$ cat src/rtl/pipe_skid_reg_pkg.sv
// Shared pipeline definitions for the IF/ID stage register.
//   - state_e : occupancy state of the stage register (EMPTY / FULL / SKID)
//   - IFID_*  : bit offsets and widths of the fields in the IF/ID payload
//               {target_pc, next_pc, pc, insn}; the insn field sits at bit 0.
package pipe_skid_reg_pkg;

    typedef enum logic [1:0] {
        ST_EMPTY = 2'd0,
        ST_FULL  = 2'd1,
        ST_SKID  = 2'd2
    } state_e;

    localparam int IFID_INSN_W   = 32;
    localparam int IFID_PC_W     = 64;
    localparam int IFID_INSN_LSB = 0;
    localparam int IFID_PC_LSB   = IFID_INSN_LSB + IFID_INSN_W;
    localparam int IFID_NPC_LSB  = IFID_PC_LSB + IFID_PC_W;
    localparam int IFID_TGT_LSB  = IFID_NPC_LSB + IFID_PC_W;
    localparam int IFID_W        = IFID_TGT_LSB + IFID_PC_W;   // 224

endpackage

$ cat src/rtl/pipe_skid_reg_sat_counter.sv
// Saturating up-counter used for backpressure statistics.
//   clk_i  : clock
//   rst_ni : asynchronous active-low reset (count -> 0)
//   inc_i  : add one this cycle, holding at all-ones
//   clr_i  : force to zero this cycle; wins over inc_i
//   cnt_o  : current count
module sat_counter #(
    parameter int CNT_W = 16
) (
    input  logic             clk_i,
    input  logic             rst_ni,
    input  logic             inc_i,
    input  logic             clr_i,
    output logic [CNT_W-1:0] cnt_o
);

    logic [CNT_W-1:0] cnt_q, cnt_d;

    always_comb begin
        cnt_d = cnt_q;
        if (clr_i)
            cnt_d = '0;
        else if (inc_i && (cnt_q != {CNT_W{1'b1}}))
            cnt_d = cnt_q + 1'b1;
    end

    always_ff @(posedge clk_i or negedge rst_ni) begin
        if (!rst_ni) cnt_q <= '0;
        else         cnt_q <= cnt_d;
    end

    assign cnt_o = cnt_q;

endmodule

$ cat src/rtl/pipe_skid_reg.sv
// IF/ID pipeline stage register with optional two-entry skid buffer.
//   clock, reset         : rising-edge clock, asynchronous active-low reset
//   in_valid/in_ready    : upstream handshake, in_data payload
//   out_valid/out_ready  : downstream handshake, out_data payload (zero when
//                          out_valid=0, so an idle stage presents a NOP)
//   flush                : drop everything held, wins over any handshake
//   clr_cnt / stall_cnt  : clear / read the backpressure cycle counter
// SKID=1: in_ready is registered (no combinational out_ready->in_ready path),
//         a second entry absorbs the beat accepted while downstream stalls.
// SKID=0: single register, in_ready = out_ready | !out_valid.
module pipe_skid_reg
    import pipe_skid_reg_pkg::*;
#(
    parameter int DATA_W = 224,
    parameter int SKID   = 1,
    parameter int CNT_W  = 16
) (
    input  logic              clock,
    input  logic              reset,
    input  logic              in_valid,
    output logic              in_ready,
    input  logic [DATA_W-1:0] in_data,
    output logic              out_valid,
    input  logic              out_ready,
    output logic [DATA_W-1:0] out_data,
    input  logic              flush,
    input  logic              clr_cnt,
    output logic [CNT_W-1:0]  stall_cnt
);

    state_e            state_q, state_d;
    logic [DATA_W-1:0] main_q, main_d;
    logic [DATA_W-1:0] skid_q, skid_d;
    logic              rdy_q, rdy_d;
    logic              in_fire;

    assign in_fire = in_valid & in_ready;

    // State register
    always_ff @(posedge clock or negedge reset) begin
        if (!reset) begin
            state_q <= ST_EMPTY;
            main_q  <= '0;
            skid_q  <= '0;
            rdy_q   <= 1'b0;
        end else begin
            state_q <= state_d;
            main_q  <= main_d;
            skid_q  <= skid_d;
            rdy_q   <= rdy_d;
        end
    end

    // Next state. Entries are zeroed whenever they are vacated so no stale
    // payload lingers behind an invalid slot.
    always_comb begin
        state_d = state_q;
        main_d  = main_q;
        skid_d  = skid_q;
        if (flush) begin
            state_d = ST_EMPTY;
            main_d  = '0;
            skid_d  = '0;
        end else begin
            unique case (state_q)
                ST_EMPTY: begin
                    if (in_fire) begin
                        main_d  = in_data;
                        state_d = ST_FULL;
                    end
                end
                ST_FULL: begin
                    if (in_fire && out_ready) begin
                        main_d = in_data;
                    end else if (!in_fire && out_ready) begin
                        main_d  = '0;
                        state_d = ST_EMPTY;
                    end else if (in_fire && (SKID != 0)) begin
                        // Unreachable with SKID=0: in_ready follows out_ready when full.
                        skid_d  = in_data;
                        state_d = ST_SKID;
                    end
                end
                ST_SKID: begin
                    if (out_ready) begin
                        main_d  = skid_q;
                        skid_d  = '0;
                        state_d = ST_FULL;
                    end
                end
                default: begin
                    state_d = ST_EMPTY;
                    main_d  = '0;
                    skid_d  = '0;
                end
            endcase
        end
        // rdy_q is also the "out of reset" flag: 0 in reset, 1 after the first edge.
        rdy_d = (state_d != ST_SKID);
    end

    // Outputs
    always_comb begin
        out_valid = (state_q != ST_EMPTY);
        out_data  = out_valid ? main_q : '0;
        if (SKID != 0)
            in_ready = rdy_q;
        else
            in_ready = rdy_q & (out_ready | ~out_valid);
    end

    sat_counter #(
        .CNT_W (CNT_W)
    ) u_stall_cnt (
        .clk_i  (clock),
        .rst_ni (reset),
        .inc_i  (out_valid & ~out_ready),
        .clr_i  (clr_cnt),
        .cnt_o  (stall_cnt)
    );

endmodule
$ cat config.mk
export PLATFORM = sky130hd
export DESIGN_NAME = pipe_skid_reg
export DESIGN_NICKNAME = d
export VERILOG_FILES = /design/src/rtl/pipe_skid_reg_pkg.sv /design/src/rtl/pipe_skid_reg_sat_counter.sv /design/src/rtl/pipe_skid_reg.sv
export SDC_FILE = /design/constraint.sdc
export NUM_CORES = 1
export LEC_CHECK = 0
export CORE_ASPECT_RATIO = 1.75
export CORE_UTILIZATION = 40
export DETAILED_ROUTE_END_ITERATION = 8
export HOLD_SLACK_MARGIN = 0.02
export PLACE_DENSITY = 0.65
export SLEW_MARGIN = 0
export SYNTH_ARGS = -nofsm -noshare
export SYNTH_HDL_FRONTEND = slang
export SYNTH_SLANG_ARGS = --single-unit
$ cat constraint.sdc
create_clock -name clock -period 5.1 [get_ports clock]
set_input_delay 0.765 -clock clock [delete_from_list [all_inputs] [get_ports clock]]
set_output_delay 0.765 -clock clock [all_outputs]
set_load 0.02 [all_outputs]
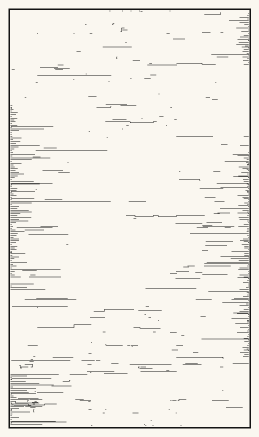
run_1/met3.png
main direction: horizontal
share of all routed wire: 5.8%
wire length on this layer: 3850 um
longest straight run: 75.4 um
nets with wire on the layer: 364

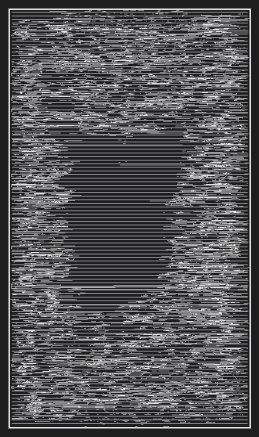
run_1/met1.png
Supply wires on this layer in gray.
main direction: horizontal
wire length on this layer: 27.6 mm
longest straight run: 94.3 um
share of all routed wire: 41%
nets with wire on the layer: 2426

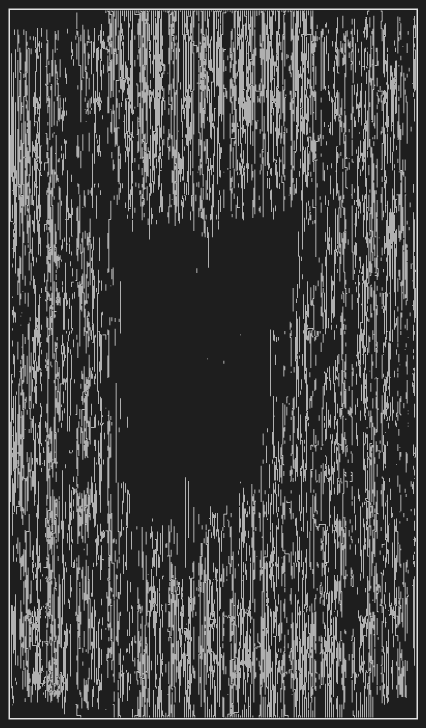
run_1/met2.png
main direction: vertical
wire length on this layer: 33.2 mm
longest straight run: 75.1 um
Vias: 17585
Total Wirelength: 66900 um

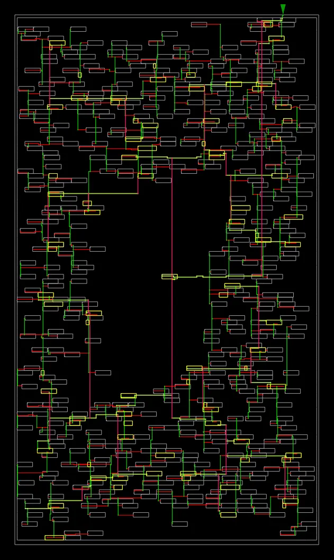
run_1/final_clocks.png
Clock Sinks: 467
CTS Buf Count: 46
clock skew: 0.0179 ns
seq_cells: 467
clock buffer count: 67

==> GITHUB_STEP_SUMMARY, run 1 <==
### Yosys + OpenROAD results

| Metric | Value |
|---|---|
| Combinational Power Share | `0.150` |
| Worst-path fanout max | `173` |
| Leakage | `12.6 nW` |
| Worst reg2reg startpoint | `state_q[1]$_DFF_PN0_` |
| Cell Type Count | `46` |
| Setup Viol. Count Final | `0` |
| Top cells by count | `467 x dfrtp_1, 236 x nand2_1, 229 x inv_1, 225 x and2_1, 225 x mux2i_1` |
| Avg WL per Cell | `20.8 um` |
| Cells along the critical path | `or2_4, buf_12, and2_1, clkdlybuf4s50_1` |
| Flip-flops with a built-in enable | `0` |
| Number of nets at floorplan | `2330` |
| Seq/total area | `0.401` |
| Met2 usage | `0.382` |
| HPWL Detailed | `41200 um` |
| Most common logic cells in the final layout | `470 x clkdlybuf4s50_1, 467 x dfrtp_1, 236 x nand2_1` |
| Antenna Cells | `16` |
| Non-filler cells in the finished layout | `3212` |
| Cell area after layout | `29100 um^2` |
| CP Depth | `4` |
| Number of H-tree levels | `2` |
| Fmax | `245 MHz` |
| IO Pins | `472` |
| CTS tree | `done` |
| Sw Share | `0.264` |
| Outcome | `finished clean` |
| Synth warn | `0` |
| Setup Slack @ Placement | `1.61 ns` |
| CTS clock-pin slew for the worst setup and hold paths | `0.06 ns` |
| Synth Area in Adders | `0.000560` |
| Area Overhead vs Synth | `30.4%` |
| Routed wl met3 | `3850 um` |
| Multi-input gates | `1223` |
| Clk buf depth | `3` |
| Final nets | `2693` |
| Top Layer Used | `met5` |
| Fin crit period | `4.09 ns` |
| Dpl cells | `3110` |
| Fp util | `0.404` |
| Combinational power | `1.40 mW` |
| Clk tree area frac | `0.0593` |
| WL met2 | `33200 um` |
| Cycle use final | `0.801` |
| Setup_tns | `0 ns` |
| Critical Path Sink Type | `output pin` |
| Post-cts repair resize count | `0` |
| XOR/XNOR Fraction of Synth Area | `0` |
| Die area | `56800 um^2` |
| Largest net degree at the start of global routing | `173` |
| Stage-log warning count | `47` |
| Fill cells | `4888` |
| Placed cell areas | `27300 um^2` |
| Depth of the most critical reg-to-reg path | `5` |
| Simple-gate portion of the synthesized area | `0.117` |
| Max-cap violations | `0` |
| Top Usage Layer GRT | `met2` |
| Setup CP Type | `flip-flop to output pin` |
| Synth mux share | `0.103` |
| Seq share, synth | `0.523` |
| First-pass GRT wire length | `105000 um` |
| Inverters | `229` |
| End point of the critical path | `out_data[51]` |
| Synth top area share | `0.523` |
| Post-CTS Setup Bufs | `0` |
| Top logic family | `AND-OR/OR-AND gates` |
| Total power | `9.32 mW` |
| VDD IR max | `0.210 mV` |
| Worst slew pin tran | `1.14 ns` |
| Cell area leaders | `dfrtp_1 52%, mux2i_1 10%, o2bb2ai_1 8.8%` |
run_1/met4.png
The bar under the picture is 50 um long. Supply wires on this layer in gray. Cells faint in the background.
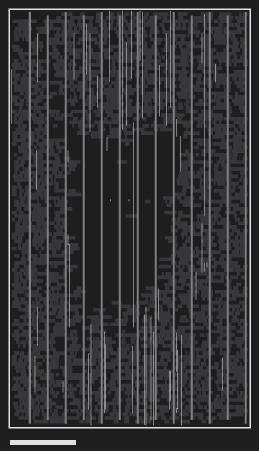

==> run 2, diff against run 1 <==
clock period = 4.2 ns   (was 5.1 ns; I/O delays follow)
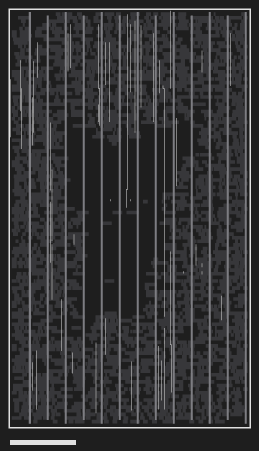
run_2/met4.png
The bar under the picture is 50 um long. Supply wires on this layer in gray. Cells faint in the background.
nets with wire on the layer: 32
main direction: vertical
longest straight run: 172 um
wire length on this layer: 1990 um

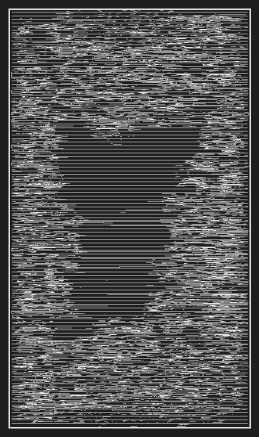
run_2/met1.png
Supply wires on this layer in gray.
main direction: horizontal
share of all routed wire: 40%
longest straight run: 70.0 um
nets with wire on the layer: 2451
M1 GR Usage: 0.283
Total Wirelength: 67500 um

==> run 2 against run 1 <==
  * Clock skew decreased by 0.00069 ns
  * Sequential cell count unchanged
  * Area after synthesis unchanged
  * Power increased by 21%
  * Cell count increased by 0.25%
  * Critical path type unchanged
==> GITHUB_STEP_SUMMARY, run 2 <==
### Yosys + OpenROAD results

| Metric | Value |
|---|---|
| Leakage | `12.7 nW` |
| Top logic family | `AND-OR/OR-AND gates` |
| Depth of the most critical reg-to-reg path | `5` |
| Synth warn | `0` |
| Post-CTS Setup Bufs | `0` |
| Die area | `56800 um^2` |
| Clk tree area frac | `0.0568` |
| Top Usage Layer GRT | `met2` |
| Largest net degree at the start of global routing | `160` |
| Buf/Inv on CP | `2` |
| Top cells by count | `467 x dfrtp_1, 236 x nand2_1, 229 x inv_1, 225 x and2_1, 225 x mux2i_1` |
| Final nets | `2704` |
| Stage-log warning count | `32` |
| Cell area after layout | `29200 um^2` |
| End point of the critical path | `out_data[95]` |
| Non-filler cells in the finished layout | `3220` |
| Worst reg2reg startpoint | `state_q[0]$_DFF_PN0_` |
| CP Depth | `4` |
| HPWL Detailed | `42700 um` |
| Flip-flops with a built-in enable | `0` |
| Most common logic cells in the final layout | `470 x clkdlybuf4s50_1, 467 x dfrtp_1, 236 x nand2_1` |
| Setup Slack @ Placement | `1.23 ns` |
| Avg WL per Cell | `21.0 um` |
| Synth mux share | `0.103` |
| Worst-path fanout max | `71` |
| Top Layer Used | `met5` |
| Multi-input gates | `1223` |
| Critical Path Sink Type | `output pin` |
| Fp util | `0.404` |
| Fmax | `287 MHz` |
| CTS clock-pin slew for the worst setup and hold paths | `0.06 ns` |
| Fin crit period | `3.49 ns` |
| WL met2 | `34800 um` |
| Combinational power | `1.71 mW` |
| IO Pins | `472` |
| Dpl cells | `3120` |
| Post-cts repair resize count | `0` |
| Sw Share | `0.268` |
| First-pass GRT wire length | `106000 um` |
| Clk buf depth | `3` |
| Total power | `11.2 mW` |
| Area Overhead vs Synth | `30.7%` |
| Setup_tns | `0 ns` |
| Setup Viol. Count Final | `0` |
| Simple-gate portion of the synthesized area | `0.117` |
| Clock Sinks | `467` |
| Seq/total area | `0.401` |
| Cell area leaders | `dfrtp_1 52%, mux2i_1 10%, o2bb2ai_1 8.8%` |
| Clock buffer count | `66` |
| Cells along the critical path | `or2_4, buf_12, and2_1, clkdlybuf4s50_1` |
| CTS Buf Count | `47` |
| Placed cell areas | `27500 um^2` |
| Synth Area in Adders | `0.000560` |
| Cell Type Count | `46` |
| Cycle use final | `0.830` |
| VDD IR max | `0.306 mV` |
| Clock skew | `0.0172 ns` |
| Vias | `17417` |
| Combinational Power Share | `0.152` |
| Outcome | `finished clean` |
| CTS tree | `done` |
| Antenna Cells | `13` |
| Routed wl met3 | `3950 um` |
| Met2 usage | `0.408` |
| Setup CP Type | `flip-flop to output pin` |
Power and IR drop assume default switching activity.
